==> images/final_congestion.png <==
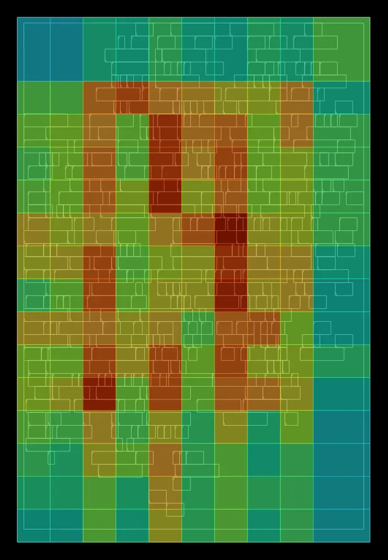
==> images/density.png <==
Scale bar: 20 µm. 7 x 11 tiles, from black (low) to pale yellow (high), 0 to 100% covered.
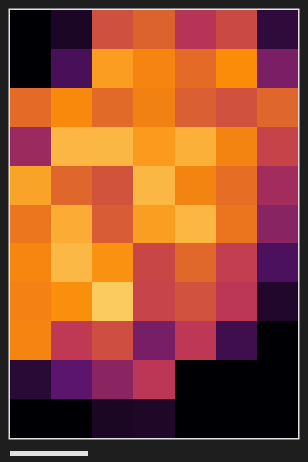
==> images/met2.png <==
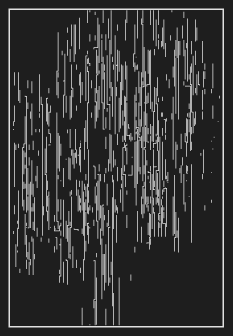
File: config.mk
export PLATFORM = sky130hd
export DESIGN_NAME = spi_channel_scanner_flat
export DESIGN_NICKNAME = d
export VERILOG_FILES = /design/src/rtl/spi_channel_scanner_if.sv /design/src/rtl/spi_channel_scanner.sv /design/src/flat_wrapper.sv
export SDC_FILE = /design/constraint.sdc
export NUM_CORES = 1
export LEC_CHECK = 0
export CAP_MARGIN = 40
export CORE_ASPECT_RATIO = 1.5
export CORE_UTILIZATION = 40
export DETAILED_ROUTE_END_ITERATION = 8
export GPL_ROUTABILITY_DRIVEN = 0
export GPL_TIMING_DRIVEN = 0
export PLACE_DENSITY = 0.73
export SETUP_SLACK_MARGIN = 0.3
export SYNTH_ARGS = -nofsm -noshare
export SYNTH_HDL_FRONTEND = slang
export SYNTH_SLANG_ARGS = --single-unit
export TNS_END_PERCENT = 1
File: constraint.sdc
create_clock -name clk -period 2.3 [get_ports clk]
set_input_delay 0.345 -clock clk [delete_from_list [all_inputs] [get_ports clk]]
set_output_delay 0.345 -clock clk [all_outputs]
set_load 0.005 [all_outputs]
File: src/rtl/spi_channel_scanner_if.sv
// Bundles the sequencer's remap-file, sensor SPI and host capture signals.
// master: the scanner itself; slave: the surrounding remap file, sensor and host.
interface spi_channel_scanner_if;
  logic        start;
  logic        continuous;
  logic [6:0]  Index_number;
  logic [6:0]  Index_number_remapped;
  logic        spi_cs_n;
  logic        spi_sclk;
  logic        spi_mosi;
  logic        spi_miso;
  logic [15:0] sample_data;
  logic [6:0]  sample_index;
  logic        sample_valid;
  logic        busy;
  logic        scan_done;

  modport master (
    input  start, continuous, Index_number_remapped, spi_miso,
    output Index_number, spi_cs_n, spi_sclk, spi_mosi,
           sample_data, sample_index, sample_valid, busy, scan_done
  );

  modport slave (
    output start, continuous, Index_number_remapped, spi_miso,
    input  Index_number, spi_cs_n, spi_sclk, spi_mosi,
           sample_data, sample_index, sample_valid, busy, scan_done
  );
endinterface

File: src/rtl/spi_channel_scanner.sv
// Walks logical channels through the remap file and runs one 24-bit SPI read
// frame per channel, handing each 16-bit sample to host capture logic.
module spi_channel_scanner #(
  parameter int NUM_CH  = 128,
  parameter int CLK_DIV = 4
) (
  input logic                   clk,
  input logic                   reset,
  spi_channel_scanner_if.master bus
);

  localparam int             DIV_W    = (CLK_DIV > 1) ? $clog2(CLK_DIV) : 1;
  localparam logic [DIV_W-1:0] DIV_LAST = DIV_W'(CLK_DIV - 1);
  localparam logic [6:0]     LAST_IDX = 7'(NUM_CH - 1);

  typedef enum logic [2:0] {
    S_IDLE, S_LOOKUP, S_CS_SETUP, S_SHIFT, S_CS_HOLD, S_DONE_CH
  } state_t;

  state_t           r_state;
  logic [6:0]       r_idx;
  logic [6:0]       r_cmd;
  logic [15:0]      r_rx;
  logic [DIV_W-1:0] r_div;
  logic [5:0]       r_half;
  logic             r_cs_n;
  logic             r_sclk;
  logic             r_mosi;
  logic [15:0]      r_sample_data;
  logic [6:0]       r_sample_index;
  logic             r_valid;
  logic             r_done;
  logic             r_busy;
  logic             w_div_end;

  assign w_div_end = (r_div == DIV_LAST);

  assign bus.Index_number = r_idx;
  assign bus.spi_cs_n     = r_cs_n;
  assign bus.spi_sclk     = r_sclk;
  assign bus.spi_mosi     = r_mosi;
  assign bus.sample_data  = r_sample_data;
  assign bus.sample_index = r_sample_index;
  assign bus.sample_valid = r_valid;
  assign bus.scan_done    = r_done;
  assign bus.busy         = r_busy;

  always_ff @(posedge clk or posedge reset) begin
    if (reset) begin
      r_state        <= S_IDLE;
      r_idx          <= '0;
      r_cmd          <= '0;
      r_rx           <= '0;
      r_div          <= '0;
      r_half         <= '0;
      r_cs_n         <= 1'b1;
      r_sclk         <= 1'b0;
      r_mosi         <= 1'b0;
      r_sample_data  <= '0;
      r_sample_index <= '0;
      r_valid        <= 1'b0;
      r_done         <= 1'b0;
      r_busy         <= 1'b0;
    end else begin
      r_valid <= 1'b0;
      r_done  <= 1'b0;
      case (r_state)
        S_IDLE: begin
          if (bus.start) begin
            r_idx   <= '0;
            r_busy  <= 1'b1;
            r_state <= S_LOOKUP;
          end
        end
        S_LOOKUP: begin
          // Read flag goes out first on MOSI; only the 7 channel bits remain to shift.
          r_cmd   <= bus.Index_number_remapped;
          r_mosi  <= 1'b1;
          r_cs_n  <= 1'b0;
          r_div   <= '0;
          r_state <= S_CS_SETUP;
        end
        S_CS_SETUP: begin
          if (w_div_end) begin
            r_div   <= '0;
            r_half  <= '0;
            r_state <= S_SHIFT;
          end else begin
            r_div <= r_div + DIV_W'(1);
          end
        end
        S_SHIFT: begin
          if (w_div_end) begin
            r_div  <= '0;
            r_sclk <= ~r_sclk;
            if (!r_sclk) begin
              // Rising edges 9..24 carry the sample; the first 8 overlap the command.
              if (r_half >= 6'd16) r_rx <= {r_rx[14:0], bus.spi_miso};
            end else begin
              r_mosi <= r_cmd[6];
              r_cmd  <= {r_cmd[5:0], 1'b0};
            end
            if (r_half == 6'd47) r_state <= S_CS_HOLD;
            else                 r_half  <= r_half + 6'd1;
          end else begin
            r_div <= r_div + DIV_W'(1);
          end
        end
        S_CS_HOLD: begin
          if (w_div_end) begin
            r_div   <= '0;
            r_cs_n  <= 1'b1;
            r_state <= S_DONE_CH;
          end else begin
            r_div <= r_div + DIV_W'(1);
          end
        end
        S_DONE_CH: begin
          r_sample_data  <= r_rx;
          r_sample_index <= r_idx;
          r_valid        <= 1'b1;
          if (r_idx == LAST_IDX) begin
            r_done <= 1'b1;
            r_idx  <= '0;
            if (bus.continuous) begin
              r_state <= S_LOOKUP;
            end else begin
              r_busy  <= 1'b0;
              r_state <= S_IDLE;
            end
          end else begin
            r_idx   <= r_idx + 7'd1;
            r_state <= S_LOOKUP;
          end
        end
        default: begin
          r_busy  <= 1'b0;
          r_state <= S_IDLE;
        end
      endcase
    end
  end

endmodule
File: src/flat_wrapper.sv
// flat-port wrapper written by rule: the top's interface ports become plain ports
module spi_channel_scanner_flat 
#(
  parameter int NUM_CH  = 128,
  parameter int CLK_DIV = 4
)
  (clk, reset, bus_start, bus_continuous, bus_Index_number_remapped, bus_spi_miso, bus_Index_number, bus_spi_cs_n, bus_spi_sclk, bus_spi_mosi, bus_sample_data, bus_sample_index, bus_sample_valid, bus_busy, bus_scan_done);
  spi_channel_scanner_if bus_i ();
  input logic clk;
  input logic reset;
  input wire logic [$bits(bus_i.start)-1:0] bus_start;
  input wire logic [$bits(bus_i.continuous)-1:0] bus_continuous;
  input wire logic [$bits(bus_i.Index_number_remapped)-1:0] bus_Index_number_remapped;
  input wire logic [$bits(bus_i.spi_miso)-1:0] bus_spi_miso;
  output wire logic [$bits(bus_i.Index_number)-1:0] bus_Index_number;
  output wire logic [$bits(bus_i.spi_cs_n)-1:0] bus_spi_cs_n;
  output wire logic [$bits(bus_i.spi_sclk)-1:0] bus_spi_sclk;
  output wire logic [$bits(bus_i.spi_mosi)-1:0] bus_spi_mosi;
  output wire logic [$bits(bus_i.sample_data)-1:0] bus_sample_data;
  output wire logic [$bits(bus_i.sample_index)-1:0] bus_sample_index;
  output wire logic [$bits(bus_i.sample_valid)-1:0] bus_sample_valid;
  output wire logic [$bits(bus_i.busy)-1:0] bus_busy;
  output wire logic [$bits(bus_i.scan_done)-1:0] bus_scan_done;
  assign bus_i.start = bus_start;
  assign bus_i.continuous = bus_continuous;
  assign bus_i.Index_number_remapped = bus_Index_number_remapped;
  assign bus_i.spi_miso = bus_spi_miso;
  assign bus_Index_number = bus_i.Index_number;
  assign bus_spi_cs_n = bus_i.spi_cs_n;
  assign bus_spi_sclk = bus_i.spi_sclk;
  assign bus_spi_mosi = bus_i.spi_mosi;
  assign bus_sample_data = bus_i.sample_data;
  assign bus_sample_index = bus_i.sample_index;
  assign bus_sample_valid = bus_i.sample_valid;
  assign bus_busy = bus_i.busy;
  assign bus_scan_done = bus_i.scan_done;
  spi_channel_scanner #(.NUM_CH(NUM_CH), .CLK_DIV(CLK_DIV)) u_core (.clk(clk), .reset(reset), .bus(bus_i));
endmodule
==> results.py <==
# Auto-generated metrics
metrics = {
    "final_timing": {
        "skew_ps": 7.71,
        "fmax_ghz": 0.512,
        "setup_viol": 0,
        "holdWs_ps": 326,
        "slew_headroom": 0.623,
        "fin_crit_ps": 1950,
        "fin_tns_setup_ps": 0,
        "slew_viol_final": 0,
        "finalCritPeriodShare": 0.850,
        "hold_violations": 0,
        "tightest_slew_ps": 564,
    },
    "grt": {
        "grt_max_degree": 34,
        "grt_first_pass_wirelength_mm": 11.0,
        "antenna_found_initial": 0,
        "grt_pass1_vias": 2414,
    },
    "power_and_ir_drop": {
        "powerDensity_mw_per_mm2": 634,
        "power.total_mw": 2.59,
        "pwr-share-comb": 0.022,
        "vdd_drop_max_v": 0.000396,
        "powerClk_mw": 1.30,
        "internal-power_mw": 2.05,
        "switching_share": 0.210,
        "power_switching_uw": 545,
        "seq-power_mw": 1.24,
        "maxPowerGroup": "the clock network",
        "p_seq_frac": 0.477,
        "p_leak_nw": 1.90,
        "clkPwrFrac": 0.501,
    },
    "critical_path": {
        "critical_path.cell_chain": "ha_1, buf_4, nand3b_1, nor4_4, buf_4, buf_6, mux2_2",
        "cp_top_family": "buffers and inverters",
        "cp_max_fo": 10,
        "critical_path_required_ps": 2520,
        "arrival_ps": 2170,
        "slowest_delay_ps": 360,
        "crit_buf_inv": 3,
        "criticalPathCategory": "flop to flop",
        "crit_slowest_cell": "dfrtp_1",
        "cp_common_cell": "buf_4",
    },
    "yosys": {
        "synthDistinctLibCells": 41,
        "syn_avg_cell_area_um2": 10.3,
        "ys_ff": 70,
        "yosys_area_mm2": 0.00311,
        "synth-async-reset-ratio": 1.00,
        "synth_top_area_share": 0.555,
        "syn_area_mm2": 0.00311,
        "aoi_share": 0.0865,
        "synthCells": 302,
        "synth_nets": 317,
        "top_area_cell": "dfrtp_1",
        "yosysWarnings": 0,
        "top_logic_kind": "simple AND/OR/NAND/NOR gates",
        "top_cells_by_area": "dfrtp_1 (56%), nand2_1 (11%), mux2_2 (6.9%), o21ai_0 (3.1%), mux2i_1 (2.6%)",
        "ff_type": "dfrtp_1",
        "yosys_cells": 302,
    },
    "finish": {
        "syn_to_final_growth_pct": 31.4,
        "seqCellArea_mm2": 0.00175,
        "drive_gt1_frac": 0.147,
        "stdcell_count": 475,
        "diodes": 0,
        "nNetsFinal": 383,
        "logic_area_mm2": 0.00125,
    },
    "cts": {
        "cts_sinks": 70,
        "clk_path_buf_depth": 2,
        "cts_tree": "yes",
        "h-tree-depth": 3,
        "cts.clk_slew.worst_paths_ps": 60,
        "clk_latency_ps": 330,
    },
    "die": {
        "core_mm2": 0.00756,
        "dieArea_mm2": 0.00814,
        "ioPinCount": 48,
        "die-height_um": 110,
        "fp_util": 0.411,
        "rows": 39,
    },
    "drt": {
        "post_drt_wl_per_cell_um": 14.2,
        "drc": 0,
    },
    "placement": {
        "placedCellCount": 453,
        "placed_cell_area_mm2": 0.00375,
        "portBuffers": 47,
        "dp_hpwl_mm": 4.62,
    },
    "run": {
        "tool_warnings": 27,
        "maxCapViolCount": 0,
    },
    "status": {
        "status": "completed",
    },
    "worst_hold_path": {
        "hp-class": "input port to asynchronous set/reset pin",
    },
}
-- final_congestion.png (at the start) --
met1 usage: 0.210
gr busiest metal: met2

-- density.png (at the start) --
18% of the tiles are over 75% full. The mean over all tiles is 49%. The fullest tile reaches 89%. The emptiest ninth of the die: bottom right. 14% of the tiles are nearly empty.

-- met2.png (at the start) --
The layer holds 50% of the routed length. 330 nets have wire on it. The wires run mostly vertical. The longest straight run is 45.7 µm. The layer carries 3380 µm of wire.

-- what timing repair did --
| item | 4_1_cts | 5_1_grt |
|---|---|---|
| setup buffers | 5 | 1 |
| resized | 1 | 2 |
| pin swaps | 1 | 0 |
| endpoints found under the setup margin | 17 | 36 |
-- logic make-up after synthesis --
| group | Yosys count |
|---|---|
| buf+inv | 21 |
| compound gates | 43 |
| flops | 70 |
| mux | 27 |
| fa+ha+maj | 3 |
| simple gates | 135 |
| xor+xnor | 3 |
-- area by class of cell --
cell class              instances  area share
well taps                     102      0.0312
repair buffers                 55       0.136
flip-flops and latches         70       0.429
inverters                       6     0.00643
multi-input cells             211       0.307
clock inverters                 5     0.00826
plain buffers                  15      0.0205
clock buffers                  11      0.0618
-- state kept, by name (all words and copies together) (netlist names) --
| signal | count |
|---|---|
| u_core.bus.Index_number | 7 |
| u_core.bus.busy | 1 |
| u_core.bus.sample_data | 16 |
| u_core.bus.sample_index | 7 |
| u_core.bus.sample_valid | 1 |
| u_core.bus.scan_done | 1 |
| u_core.bus.spi_cs_n | 1 |
| u_core.bus.spi_mosi | 1 |
| u_core.bus.spi_sclk | 1 |
| u_core.r_cmd | 7 |
| u_core.r_div | 2 |
| u_core.r_half | 6 |
| u_core.r_rx | 16 |
| u_core.r_state | 3 |
-- stage by stage --
step           utilization  setup slack [ps]
3_3_place_gp         0.491              82.8
6_report             0.540               346
5_1_grt              0.540               207
4_1_cts              0.539               312
3_5_place_dp         0.496              45.1
2_1_floorplan            -               333
-- layer usage --
layer  GRT usage  vias up  wire, µm
li1            -     1163         -
met1       0.210     1162      2890
met2       0.301       57      3380
met3      0.0518       12       360
met4      0.0907        0       101
met5           0        -         0
-- placed cells by master (no fill, tap or decap), types with 2 or more instances in the layout --
cell type and n:
buf_6 3, o21ai_0 19, nor3_1 4, o22ai_1 2
xor2_1 2, nand3_1 11, mux2i_1 8, nor3b_1 2
inv_1 4, buf_12 2, clkinvlp_4 3, clkbuf_8 2
nor2b_1 2, ha_1 3, nand2_1 88, nor2_1 12
and4_1 2, clkdlybuf4s50_1 47, clkinv_2 2, clkbuf_1 10
and3_1 2, nand3b_1 3, mux2_2 19, clkbuf_16 9
dfrtp_1 69, a221o_1 3, and2_1 2, a21oi_1 8
a22o_1 4, buf_4 7
-- worst paths after layout --
| kind | startpoint | endpoint | slack [ps] | cells after the start |
|---|---|---|---|---|
| min in group clk | u_core.bus.sample_index[3]$_DFFE_PP0P_ | u_core.bus.sample_index[3]$_DFFE_PP0P_ | 470 | 2 |
| hold / removal | reset | u_core.bus.sample_index[3]$_DFFE_PP0P_ | 330 | 2 |
| max in group asynchronous | reset | u_core.r_cmd[6]$_DFFE_PP0P_ | 1300 | 4 |
| setup reg to reg | u_core.r_div[0]$_DFFE_PP0P_ | u_core.r_rx[4]$_DFFE_PP0P_ | 350 | 7 |
| setup / recovery | u_core.r_div[0]$_DFFE_PP0P_ | u_core.r_rx[4]$_DFFE_PP0P_ | 350 | 7 |
| hold reg to reg | u_core.bus.sample_index[3]$_DFFE_PP0P_ | u_core.bus.sample_index[3]$_DFFE_PP0P_ | 470 | 2 |
Power is estimated from default activity; no workload was simulated.
